**Run 1: metal 3**

(3 px per um)
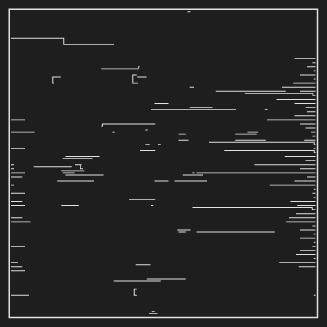
**Run 1: met2 routing**

(3 px per um) Cells faint in the background.
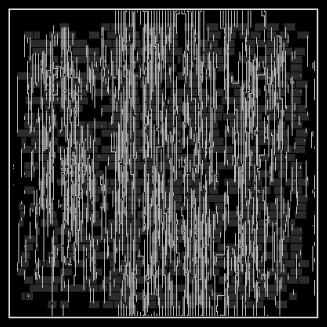
**Run 1: drive-strength map**

(4 px per um)
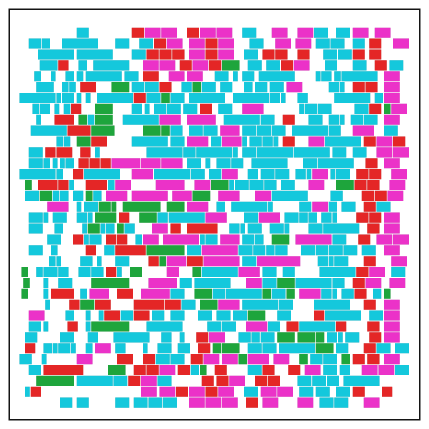
**Run 1: routing congestion map**

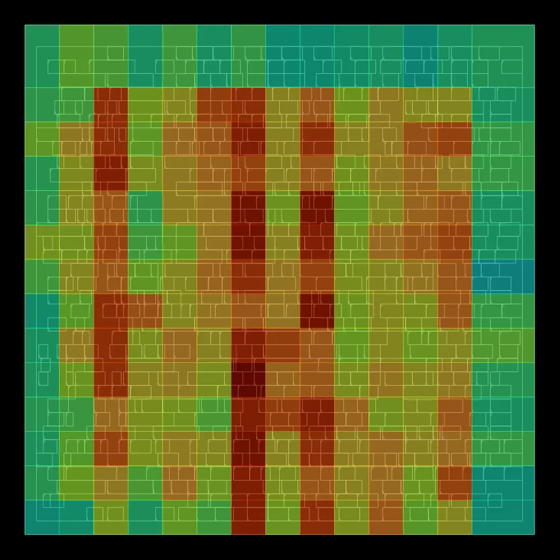
$ cat src/rtl/rpxx_pkg.sv
// ============================================================================
// Module  : rpxx_pkg
// Brief   : Massbus transfer function codes and sequencer state/command types.
// Revision: 1.0 - initial release
// ============================================================================
`default_nettype none

package rpxx_pkg;

    localparam logic [4:0] FUN_READ  = 5'o34;
    localparam logic [4:0] FUN_WRITE = 5'o30;
    localparam logic [4:0] FUN_WRCHK = 5'o24;

    typedef enum logic [2:0] {
        ST_IDLE  = 3'd0,
        ST_FETCH = 3'd1,
        ST_REQ   = 3'd2,
        ST_PUT   = 3'd3,
        ST_INC   = 3'd4,
        ST_WAIT  = 3'd5,
        ST_PAD   = 3'd6,
        ST_DONE  = 3'd7
    } xfer_state_t;

    typedef enum logic [1:0] {
        CMD_READ  = 2'd0,
        CMD_WRITE = 2'd1,
        CMD_WRCHK = 2'd2
    } cmd_t;

endpackage

`default_nettype wire

$ cat src/rtl/rpxx_mbxfer.sv
// ============================================================================
// Module  : rpxx_mbxfer
// Brief   : Drive-side Massbus data-transfer sequencer (read/write/write-check).
//           Optional macro RPXX_MBXFER_PAR_EN enables parity-invert on READ words.
// Revision: 1.0 - initial release
// ============================================================================
`default_nettype none

module rpxx_mbxfer #(
    parameter int SECWORDS = 128
) (
    input  logic        clk,
    input  logic        rst,
    input  logic        mbINIT,
    input  logic        mbGO,
    input  logic [4:0]  mbFUN,
    input  logic        mbPAT,
    input  logic        mbWCZ,
    input  logic        mbACKI,
    input  logic [35:0] mbDATAI,
    output logic        mbREQO,
    output logic [35:0] mbDATAO,
    output logic        mbINCWC,
    output logic        mbINCBA,
    output logic        mbWCE,
    output logic        mbNPRO,
    output logic        mbINVPAR,
    input  logic [35:0] bufRDAT,
    input  logic        bufRVLD,
    output logic        bufRRDY,
    output logic [35:0] bufWDAT,
    output logic        bufWVLD,
    input  logic        bufWRDY,
    output logic        secDONE,
    output logic        xferDONE
);
    import rpxx_pkg::*;

    localparam int             CW       = $clog2(SECWORDS);
    localparam logic [CW-1:0]  CNT_LAST = CW'(SECWORDS - 1);

    xfer_state_t   state_q, state_d, next_word;
    cmd_t          cmd_q, cmd_d;
    logic [CW-1:0] cnt_q, cnt_d;
    logic [35:0]   data_q, data_d;
    logic          wce_q, wce_d;
    logic          secdone_q, secdone_d;

    always_comb begin
        state_d   = state_q;
        cmd_d     = cmd_q;
        cnt_d     = cnt_q;
        data_d    = data_q;
        wce_d     = wce_q;
        secdone_d = 1'b0;
        next_word = (cmd_q == CMD_WRITE) ? ST_REQ : ST_FETCH;

        unique case (state_q)
            ST_IDLE: begin
                if (mbGO) begin
                    case (mbFUN)
                        FUN_READ: begin
                            cmd_d = CMD_READ;  state_d = ST_FETCH; cnt_d = '0; wce_d = 1'b0;
                        end
                        FUN_WRCHK: begin
                            cmd_d = CMD_WRCHK; state_d = ST_FETCH; cnt_d = '0; wce_d = 1'b0;
                        end
                        FUN_WRITE: begin
                            cmd_d = CMD_WRITE; state_d = ST_REQ;   cnt_d = '0; wce_d = 1'b0;
                        end
                        default: ;
                    endcase
                end
            end
            ST_FETCH: begin
                if (bufRVLD) begin
                    data_d  = bufRDAT;
                    state_d = ST_REQ;
                end
            end
            ST_REQ: begin
                if (mbACKI) begin
                    if (cmd_q == CMD_WRITE) begin
                        data_d  = mbDATAI;
                        state_d = ST_PUT;
                    end else begin
                        if (cmd_q == CMD_WRCHK && mbDATAI != data_q) wce_d = 1'b1;
                        state_d = ST_INC;
                    end
                end
            end
            ST_PUT: begin
                if (bufWRDY) state_d = ST_INC;
            end
            ST_INC: begin
                cnt_d   = cnt_q + 1'b1;
                state_d = ST_WAIT;
            end
            // WAIT gives the RH11 one cycle to reflect the increment on mbWCZ
            ST_WAIT: begin
                if (cnt_q == '0) begin
                    secdone_d = 1'b1;
                    state_d   = (mbWCZ || wce_q) ? ST_DONE : next_word;
                end else if (mbWCZ) begin
                    state_d = (cmd_q == CMD_WRITE) ? ST_PAD : ST_DONE;
                end else begin
                    state_d = next_word;
                end
            end
            ST_PAD: begin
                if (bufWRDY) begin
                    cnt_d = cnt_q + 1'b1;
                    if (cnt_q == CNT_LAST) begin
                        secdone_d = 1'b1;
                        state_d   = ST_DONE;
                    end
                end
            end
            ST_DONE: state_d = ST_IDLE;
            default: state_d = ST_IDLE;
        endcase

        if (mbINIT) begin
            state_d   = ST_IDLE;
            cmd_d     = CMD_READ;
            cnt_d     = '0;
            data_d    = '0;
            wce_d     = 1'b0;
            secdone_d = 1'b0;
        end
    end

    always_ff @(posedge clk or negedge rst) begin
        if (!rst) begin
            state_q   <= ST_IDLE;
            cmd_q     <= CMD_READ;
            cnt_q     <= '0;
            data_q    <= '0;
            wce_q     <= 1'b0;
            secdone_q <= 1'b0;
        end else begin
            state_q   <= state_d;
            cmd_q     <= cmd_d;
            cnt_q     <= cnt_d;
            data_q    <= data_d;
            wce_q     <= wce_d;
            secdone_q <= secdone_d;
        end
    end

    assign mbREQO   = (state_q == ST_REQ);
    assign mbINCWC  = (state_q == ST_INC);
    assign mbINCBA  = (state_q == ST_INC);
    assign mbNPRO   = (state_q != ST_IDLE) && (state_q != ST_DONE);
    assign bufRRDY  = (state_q == ST_FETCH);
    assign bufWVLD  = (state_q == ST_PUT) || (state_q == ST_PAD);
    assign bufWDAT  = (state_q == ST_PAD) ? 36'b0 : data_q;
    assign mbDATAO  = (cmd_q == CMD_READ) ? data_q : 36'b0;
    assign mbWCE    = wce_q;
    assign secDONE  = secdone_q;
    assign xferDONE = (state_q == ST_DONE);

`ifdef RPXX_MBXFER_PAR_EN
    logic pat_q, pat_d;

    always_comb begin
        pat_d = pat_q;
        if (mbINIT)                          pat_d = 1'b0;
        else if (state_q == ST_IDLE && mbGO) pat_d = mbPAT;
    end

    always_ff @(posedge clk or negedge rst) begin
        if (!rst) pat_q <= 1'b0;
        else      pat_q <= pat_d;
    end

    assign mbINVPAR = mbREQO && pat_q && (cmd_q == CMD_READ);
`else
    logic unused_pat;
    assign unused_pat = mbPAT;
    assign mbINVPAR   = 1'b0;
`endif

endmodule

`default_nettype wire

$ cat config.mk
export PLATFORM = sky130hd
export DESIGN_NAME = rpxx_mbxfer
export DESIGN_NICKNAME = d
export VERILOG_FILES = /design/src/rtl/rpxx_pkg.sv /design/src/rtl/rpxx_mbxfer.sv
export SDC_FILE = /design/constraint.sdc
export NUM_CORES = 1
export LEC_CHECK = 0
export CORE_MARGIN = 2
export CORE_UTILIZATION = 38
export DETAILED_ROUTE_END_ITERATION = 6
export GPL_TIMING_DRIVEN = 0
export HOLD_SLACK_MARGIN = 0.02
export PLACE_DENSITY_LB_ADDON = 0.05
export SLEW_MARGIN = 20
export SYNTH_ARGS = -nofsm -noshare
export SYNTH_HDL_FRONTEND = slang
export SYNTH_SLANG_ARGS = --single-unit
$ cat constraint.sdc
create_clock -name clk -period 1.85 [get_ports clk]
set_clock_uncertainty 0.1 [all_clocks]
set_input_delay 0.2775 -clock clk [delete_from_list [all_inputs] [get_ports clk]]
set_output_delay 0.2775 -clock clk [all_outputs]
set_load 0.01 [all_outputs]
==> impl_metrics.csv, run 1 <==
group,metric,value,unit
timing,finalClockPeriodUsage,111.4,%
worst_setup_path,critPathCapture,"bufWDAT[33]",
cells_and_area,final_cells,762,
cells_and_area,logic_gate_count,327,
power,pwr-share-clk,14.9,%
cells_and_area,n_all_buffers,237,
die,die_y,102.2,um
job,drv_cap,0,
global_route,grt_pass1_wl,22.03,mm
cells_and_area,layout_top_cell,"buf_6",
detailed_routing,drtIter0Drc,166,
cells_and_area,sh_seq_area,18.32,%
logic_synthesis,ys_warn_count,0,
cells_and_area,num-nonclk-inverters,10,
logic_synthesis,edf_count,0,
cells_and_area,nets,719,
placed_design,port_buffers,165,
timing,fin_ws,-0.2113,ns
logic_synthesis,area_leaders,"dfrtp_1 (34%), and2_1 (12%), mux2i_1 (10%), o31ai_1 (7.8%), nand2_1 (4.7%)",
logic_synthesis,avgSynthCellArea,8.816,um2
power,power.density,833.0,mW/mm2
die,dieArea,0.01045,mm2
detailed_routing,ant_nets,0,
detailed_routing,drcViolationCount,0,
placed_design,dpl_worst_slack,-1.028,ns
worst_setup_path,crit_path_end_kind,"output pin",
clock_network,cts_max_level,2,
timing,setup_viol_count_final,85,
placed_design,gp_congestion,0.8787,
clock_network,clockRootBuffer,"clkbuf_8",
die,rows,35,
clock_network,clkLatencyLatePin,0.31,ns
worst_setup_path,cp_data_required_time,1.47,ns
logic_synthesis,synth_top_area_share,34.12,%
worst_setup_path,crit_slowest_cell,"dfrtp_2",
clock_network,numClockSinks,50,
power,p_leak,3.224,nW
detailed_routing,viasPerCell,5.299,
cells_and_area,fill_cells,695,
detailed_routing,wirelength,14.49,mm
placed_design,dpl.hpwl,10.03,mm
worst_setup_path,critPathKind,"reg2out",
cells_and_area,clk_share,1.768,%
worst_setup_path,worst-r2r-cell-count,8,
run_status,violations,"setup timing",
logic_synthesis,yosys_cells,416,
cells_and_area,biggestCellCategory,"combinational gates",
cells_and_area,diodes,1,
power,power.switching,1.992,mW
logic_synthesis,fa_ha_area_share,0.6824,%
cells_and_area,area_growth,87.17,%
logic_synthesis,async_flop_share,100.0,%
hold_path,hp-class,"in2reg",
die,die-width,102.2,um
cells_and_area,flops,50,
timing,slew_headroom,47.27,%
cells_and_area,buf_share,37.24,%
timing,hold_viol_final,0,
hold_path,hold_depth,2,
logic_synthesis,synth_area,0.003667,mm2
power,p_sw_share,34.84,%
logic_synthesis,top_area_cell,"dfrtp_1",
logic_synthesis,muxShareOfSynthArea,10.37,%
worst_setup_path,worst-path-max-fanout,6,
global_route,grt_pass1_vias,4141,
timing,min_period,2.061,ns
logic_synthesis,yosysChipArea,0.003667,mm2
cells_and_area,drive_above_1_share,46.04,%
worst_setup_path,crit_arrival,1.68,ns
hold_path,min-delay-start,"mbFUN[2]",
run_status,run_status,"finished with violations",
cells_and_area,most-common-layout-cells,"buf_6 (85), clkdlybuf4s50_1 (79), and2_4 (69)",
logic_synthesis,yosysUniqueCellTypes,49,
placed_design,place_area,0.005572,mm2
worst_setup_path,startpoint_type,"flop",
job,tool_warnings,31,
power,power.internal,3.725,mW
## Picture notes: 'metal 3'
wire length on this layer: 837 um
share of all routed wire: 5.8%

## Picture notes: 'met2 routing'
main direction: vertical
wire length on this layer: 7720 um
longest straight run: 41.1 um
met2 Usage GRT: 50.20%
vias post-DR: 4038

## Picture notes: 'drive-strength map'
[_3 and _4 cells] red | cells: 114 | share: 18%
[_2 cells] green | cells: 56 | share: 8.9%
[_0 and _1 cells] cyan | cells: 341 | share: 54%
[_6 and larger] magenta | cells: 121 | share: 19%

## Picture notes: 'routing congestion map'
met1 usage: 33.15%
met3 Resource Use GR: 4.036%
grt peak-use layer: met2
Final Util: 73.94%
per-cell routed wire length: 19.01 um

[run 1: repair_timing]
item                                    CTS  global route
setup buffers                            33             4
endpoints found under the setup margin  122           122
endpoints found under the hold margin    50             0
cloned                                    8             3
hold buffers                              1             0
pin swaps                                34            13
resized                                 455           162
[run 1: power groups by stage]
stage | registers, mW | clock network (mW) | logic [mW]
floorplan | 1.44 | 0 | 1.27
global placement | 1.50 | 0 | 2.43
detailed placement | 1.51 | 0 | 2.45
CTS | 1.50 | 0.857 | 2.62
global route | 1.57 | 0.912 | 3.52
finish | 1.53 | 0.853 | 3.33
[run 1: synth_stat cells (2+ instances only)]
master and number:
and2_1 73, dfrtp_1 50, nand2_1 46, mux2i_1 38
o31ai_1 38, clkbuf_1 19, xnor2_1 19, xor2_1 17
nor2_1 15, inv_1 10, a21oi_1 9, nor4_1 8
nand2b_1 6, nand4_1 6, o21ai_0 6, nand3_1 5
buf_2 4, o32ai_1 4, a211oi_1 3, buf_1 3
buf_4 3, nor3_1 3, a2111oi_0 2, a22oi_1 2
a41oi_1 2, ha_1 2
[run 1: logic make-up after synthesis]
| logic type | Yosys count |
|---|---|
| flops | 50 |
| simple gates | 171 |
| buf+inv | 39 |
| other cells | 1 |
| fa+ha+maj | 2 |
| mux | 38 |
| xor+xnor | 36 |
| compound gates | 79 |
[run 1: sequential cells by signal, summed over array words and instances, names as in the netlist]
| register | flops |
|---|---|
| data_q | 36 |
| secDONE | 1 |
| cmd_q | 2 |
| mbWCE | 1 |
| cnt_q | 7 |
| state_q | 3 |
[run 1: per-layer routing]
metal	vias up	share of wire, %
met2	144	53
met4	0	2.6
met1	1976	38
met5	-	0
met3	25	5.8
li1	1893	-
## Run 2: what changed since run 1
==> constraint.sdc (replaced) <==
create_clock -name clk -period 1.85 [get_ports clk]
set_clock_uncertainty 0.1 [all_clocks]
set_input_delay 0.2775 -clock clk [delete_from_list [all_inputs] [get_ports clk]]
set_output_delay 0.2775 -clock clk [all_outputs]
set_load 0.005 [all_outputs]
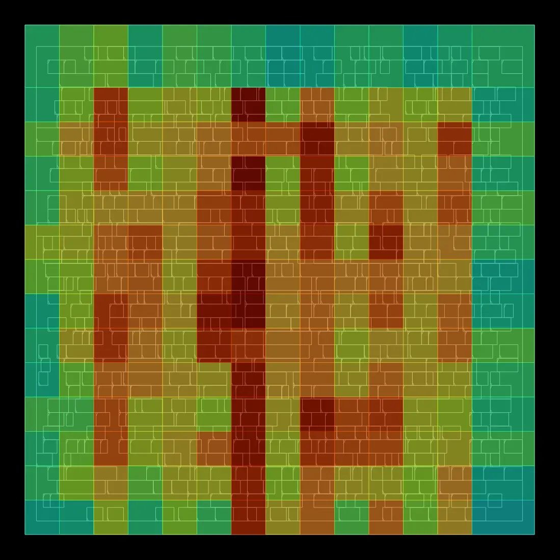
**Above:** run 2 (routing congestion map).
met1 usage: 34.03%
Final Util: 74.33%

==> impl_metrics.csv, run 2 <==
group,metric,value,unit
run_status,run_status,"finished with violations",
run_status,violations,"setup timing",
worst_setup_path,startpoint_type,"flop",
worst_setup_path,critPathKind,"reg2out",
cells_and_area,buf_share,38.04,%
cells_and_area,top_regs,"data_q: 36 flops, cnt_q: 7 flops, state_q: 3 flops",
detailed_routing,viasPerCell,5.347,
detailed_routing,dr.max_layer_used,"met4",
detailed_routing,drt-met1-wl,5.838,mm
cells_and_area,flops,50,
detailed_routing,ant_nets,0,
detailed_routing,wirelength,15.37,mm
power,power.switching,1.857,mW
power,pwr-share-clk,15.9,%
cells_and_area,most-common-layout-cells,"clkdlybuf4s50_1 (79), buf_6 (72), and2_4 (49)",
timing,drv_slew,0,
logic_synthesis,synth_top_cell_by_count,"and2_1",
timing,slew_headroom,54.69,%
logic_synthesis,ys_warn_count,0,
power,total_power,5.423,mW
worst_setup_path,cp_data_required_time,1.47,ns
clock_network,clockRootBuffer,"clkbuf_8",
clock_network,cts_max_level,2,
clock_network,numClockSinks,50,
global_route,grtUsageTotal,28.27,%
cells_and_area,drive_above_1_share,44.89,%
timing,finalClockPeriodUsage,113.5,%
detailed_routing,dr.pass1.iters,7,
worst_setup_path,crit_arrival,1.72,ns
job,tool_warnings,31,
global_route,grt_antenna_before_repair,0,
timing,fin_ws,-0.2496,ns
cells_and_area,fill_cells,689,
logic_synthesis,edf_count,0,
cells_and_area,biggestCellCategory,"combinational gates",
detailed_routing,drtIter0Drc,198,
cells_and_area,logic_gate_count,327,
global_route,grt-ovfl-total,0,
cells_and_area,num-nonclk-inverters,10,
power,p_leak,3.231,nW
detailed_routing,wl_met2,8.191,mm
hold_path,hp-class,"in2reg",
detailed_routing,dr_total_vias,4144,
placed_design,dpl.hpwl,10.03,mm
placed_design,dpl_worst_slack,-0.9939,ns
worst_setup_path,worst-path-max-fanout,7,
placed_design,gp_congestion,0.8787,
hold_path,min-delay-start,"mbFUN[2]",
detailed_routing,wl_per_cell,19.83,um
cells_and_area,sh_seq_area,18.20,%
cells_and_area,n_all_buffers,251,
power,p_sw_share,34.25,%
logic_synthesis,yosysChipArea,0.003667,mm2
logic_synthesis,top_cells_by_count,"and2_1 (73), dfrtp_1 (50), nand2_1 (46)",
cells_and_area,layout_top_cell,"clkdlybuf4s50_1",
logic_synthesis,synth_nets,504,
power,pg_comb,3.04,mW
worst_setup_path,critPathLaunch,"state_q[1]",
detailed_routing,met3_length,949,um
logic_synthesis,synth_area,0.003667,mm2
cells_and_area,diodes,0,
die,dieArea,0.01045,mm2
logic_synthesis,area_leaders,"dfrtp_1 (34%), and2_1 (12%), mux2i_1 (10%), o31ai_1 (7.8%), nand2_1 (4.7%)",
logic_synthesis,avgSynthCellArea,8.816,um2
power,powerClk,860,uW
job,drv_cap,0,
worst_setup_path,crit_path_end_kind,"output pin",
timing,setup_viol_count_final,98,
logic_synthesis,yosysUniqueCellTypes,49,
logic_synthesis,async_flop_share,100.0,%
power,power.density,786.0,mW/mm2
cells_and_area,clk_share,1.759,%
logic_synthesis,synth_top_area_share,34.12,%
cells_and_area,largest_register_ffs,36,
placed_design,port_buffers,165,
die,die-width,102.2,um
detailed_routing,drcViolationCount,0,
die,rows,35,
global_route,grt_pass1_wl,22.71,mm
clock_network,clkLatencyLatePin,0.31,ns
power,power.internal,3.566,mW
cells_and_area,max_flop_register,"data_q",
cells_and_area,area_growth,88.16,%
logic_synthesis,top_area_cell,"dfrtp_1",
global_route,grt_pass1_vias,4195,
timing,hold_viol_final,0,
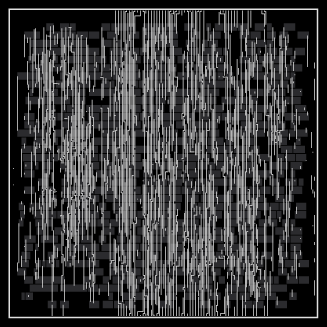
**Above:** run 2 (met2 routing).
(3 px per um) Cells faint in the background.
main direction: vertical
share of all routed wire: 53%
nets with wire on the layer: 652

run 2: cell counts after synthesis:
Identical to the previous run, type by type.
run 2: through the flow:
stage / hold slack [ns] / instance area (um2) / cells / util [%]
floorplan: -0.1181 / 3761 / 416 / -
CTS: 0.2948 / 6461 / 773 / 69.60
global placement: 0.4136 / 5574 / 710 / 60.04
global route: 0.3177 / 6900 / 775 / 74.33
detailed placement: 0.2558 / 5572 / 710 / 60.01
finish: 0.2894 / 6900 / 775 / 74.33
run 2: path summary, 6_finish.rpt:
check | end | slack [ns] | cells after the start
min in group asynchronous | data_q[30] | 0.42 | 2
max | bufWDAT[29] | -0.25 | 8
max reg2reg | data_q[11] | -0.21 | 7
min | cmd_q[0] | 0.29 | 2
max in group asynchronous | cmd_q[1] | 0.72 | 2
min reg2reg | data_q[35] | 0.46 | 2
run 2: timing repair:
action,CTS,global route
hold endpoints to repair,50,0
hold buffers,1,0
cloned,8,5
endpoints found under the setup margin,122,124
pin swaps,42,9
buffers inserted,46,8
gates resized,438,142
run 2: worst max-delay path, stage by stage, from the launching register on:
cell     delay [ns]
dfrtp_2        0.41
inv_2          0.07
buf_8          0.12
nor2_4         0.17
nand2_8        0.12
buf_8          0.15
buf_6          0.12
and2_4         0.15
buf_6          0.11
run 2: cell families (layout without fill, tap and decap cells):
family	Yosys count	in the layout	synth area share (%)
AND/OR/NAND/NOR	171	171	25.69
AND-OR/OR-AND	79	79	16.00
flip-flops	50	50	34.12
buffers and inverters	39	269	4.435
multiplexers	38	38	10.37
XOR/XNOR	36	36	8.598
adder cells (fa/ha/maj)	2	2	0.6823
other	1	1	0.1023
run 2: metal layers:
metal / track usage (%) / vias up
met5: 0 / -
met4: 7.282 / 0
met3: 4.651 / 26
met2: 52.28 / 174
met1: 34.03 / 2022
li1: - / 1922
## Run 3: what changed since run 2
--- a/config.mk
+++ b/config.mk
@@ -7,6 +7,7 @@
 export LEC_CHECK = 0
 export CORE_MARGIN = 2
 export CORE_UTILIZATION = 38
+export CTS_CLUSTER_DIAMETER = 200
 export DETAILED_ROUTE_END_ITERATION = 6
 export GPL_TIMING_DRIVEN = 0
 export HOLD_SLACK_MARGIN = 0.02
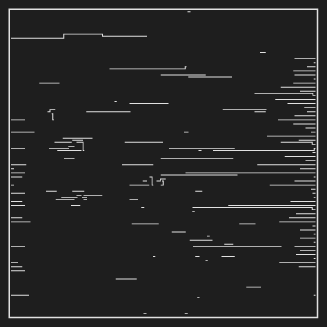
**Above:** run 3 (metal 3).
(3 px per um)
vias post-DR: 4144
met3 Resource Use GR: 4.651%
final wirelength: 15.37 mm

==> impl_metrics.csv, run 3 <==
group,metric,value,unit
worst_setup_path,crit_path_end_kind,"output pin",
global_route,grtUsageTotal,28.27,%
logic_synthesis,edf_count,0,
power,p_leak,3.231,nW
logic_synthesis,top_area_cell,"dfrtp_1",
logic_synthesis,avgSynthCellArea,8.816,um2
cells_and_area,top_regs,"data_q: 36 flops, cnt_q: 7 flops, state_q: 3 flops",
clock_network,clkLatencyLatePin,0.31,ns
die,die_y,102.2,um
logic_synthesis,synth_top_area_share,34.12,%
logic_synthesis,synth_nets,504,
timing,fin_ws,-0.2496,ns
cells_and_area,largest_register_ffs,36,
timing,hold_ws,0.2894,ns
detailed_routing,dr.pass1.iters,7,
worst_setup_path,worst-path-max-fanout,7,
power,powerSeq,1.52,mW
timing,setup_viol_count_final,98,
die,die-width,102.2,um
placed_design,dpl.hpwl,10.03,mm
clock_network,numClockSinks,50,
worst_setup_path,cp_data_required_time,1.47,ns
power,power.density,786.0,mW/mm2
job,tool_warnings,31,
global_route,grt_pass1_vias,4195,
die,rows,35,
power,pwr-share-clk,15.9,%
cells_and_area,most-common-layout-cells,"clkdlybuf4s50_1 (79), buf_6 (72), and2_4 (49)",
power,top_power_group,"combinational logic",
logic_synthesis,yosys_cells,416,
job,drv_cap,0,
timing,hold_viol_final,0,
cells_and_area,area_growth,88.16,%
detailed_routing,drtIter0Drc,198,
logic_synthesis,synth_top_cell_by_count,"and2_1",
global_route,grt.met2_usage,52.28,%
cells_and_area,fill_cells,689,
cells_and_area,nets,733,
power,p_sw_share,34.25,%
logic_synthesis,area_leaders,"dfrtp_1 (34%), and2_1 (12%), mux2i_1 (10%), o31ai_1 (7.8%), nand2_1 (4.7%)",
worst_setup_path,startpoint_type,"flop",
global_route,grt_util_met1,34.03,%
detailed_routing,wl_met2,8.191,mm
detailed_routing,wl_per_cell,19.83,um
detailed_routing,dr.max_layer_used,"met4",
global_route,grt-ovfl-total,0,
timing,min_period,2.100,ns
run_status,run_status,"finished with violations",
worst_setup_path,critPathKind,"reg2out",
logic_synthesis,top_cells_by_count,"and2_1 (73), dfrtp_1 (50), nand2_1 (46)",
clock_network,clockRootBuffer,"clkbuf_8",
power,power.switching,1.857,mW
run_status,violations,"setup timing",
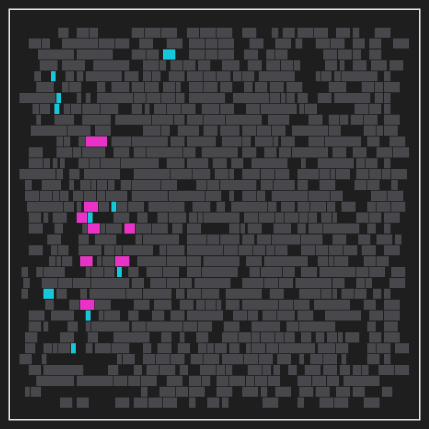
**Above:** run 3 (gate-type map).
(4 px per um)
[inverters] cyan | cells: 10 | most used: inv_1
[AND-OR and OR-AND gates] magenta | cells: 8 | where: middle left
top logic cell by instance count in the layout: clkdlybuf4s50_1
final cell count without fillers: 775
logic share of the area: 38.98%

run 3: final timing paths:
path                       startpoint     endpoint  slack (ns)  cells after the start
hold reg to reg            data_q[35]   data_q[35]        0.46                      2
setup / recovery           state_q[1]  bufWDAT[29]       -0.25                      8
setup reg to reg           state_q[0]   data_q[11]       -0.21                      7
hold / removal               mbFUN[2]     cmd_q[0]        0.29                      2
min in group asynchronous         rst   data_q[30]        0.42                      2
max in group asynchronous         rst     cmd_q[1]        0.72                      2
run 3: critical path, cell delays in order (launching register included):
cell     delay [ns]
dfrtp_2        0.41
inv_2          0.07
buf_8          0.12
nor2_4         0.17
nand2_8        0.12
buf_8          0.15
buf_6          0.12
and2_4         0.15
buf_6          0.11
run 3: repair_timing:
action	in CTS	in global routing
setup buffers	46	8
hold endpoints to repair	50	0
endpoints found under the setup margin	122	124
hold buffers	1	0
gates cloned	8	5
resized	438	142
pin swaps	42	9
run 3: final cells by class:
type	count	area, um2	share of cell area (%)
sequential	50	1256	18.20
clock inverter	2	38.79	0.5621
inverter	10	46.29	0.6709
timing repair buffer	226	2248	32.58
clock buffer	6	82.58	1.197
tap	129	161.4	2.339
multi-input combinational	327	2690	38.98
buffer	25	376.6	5.458
run 3: per-stage QoR:
stage	instance area, um2	setup slack [ns]	util (%)	power (mW)
after floorplan	3761	-0.007682	-	2.570
after global placement	5574	-1.236	60.04	3.775
after detailed placement	5572	-0.9939	60.01	3.809
after CTS	6461	-0.2078	69.60	4.891
after global routing	6900	-0.2846	74.33	5.686
final	6900	-0.2496	74.33	5.423
run 3: logic make-up after synthesis:
family / share of synthesized area, %
flip-flops: 34.12
XOR/XNOR: 8.598
AND/OR/NAND/NOR: 25.69
AND-OR/OR-AND: 16.00
buffers and inverters: 4.435
adder cells (fa/ha/maj): 0.6823
other: 0.1023
multiplexers: 10.37
No activity file was given, so power comes from the tool's default toggle rates.
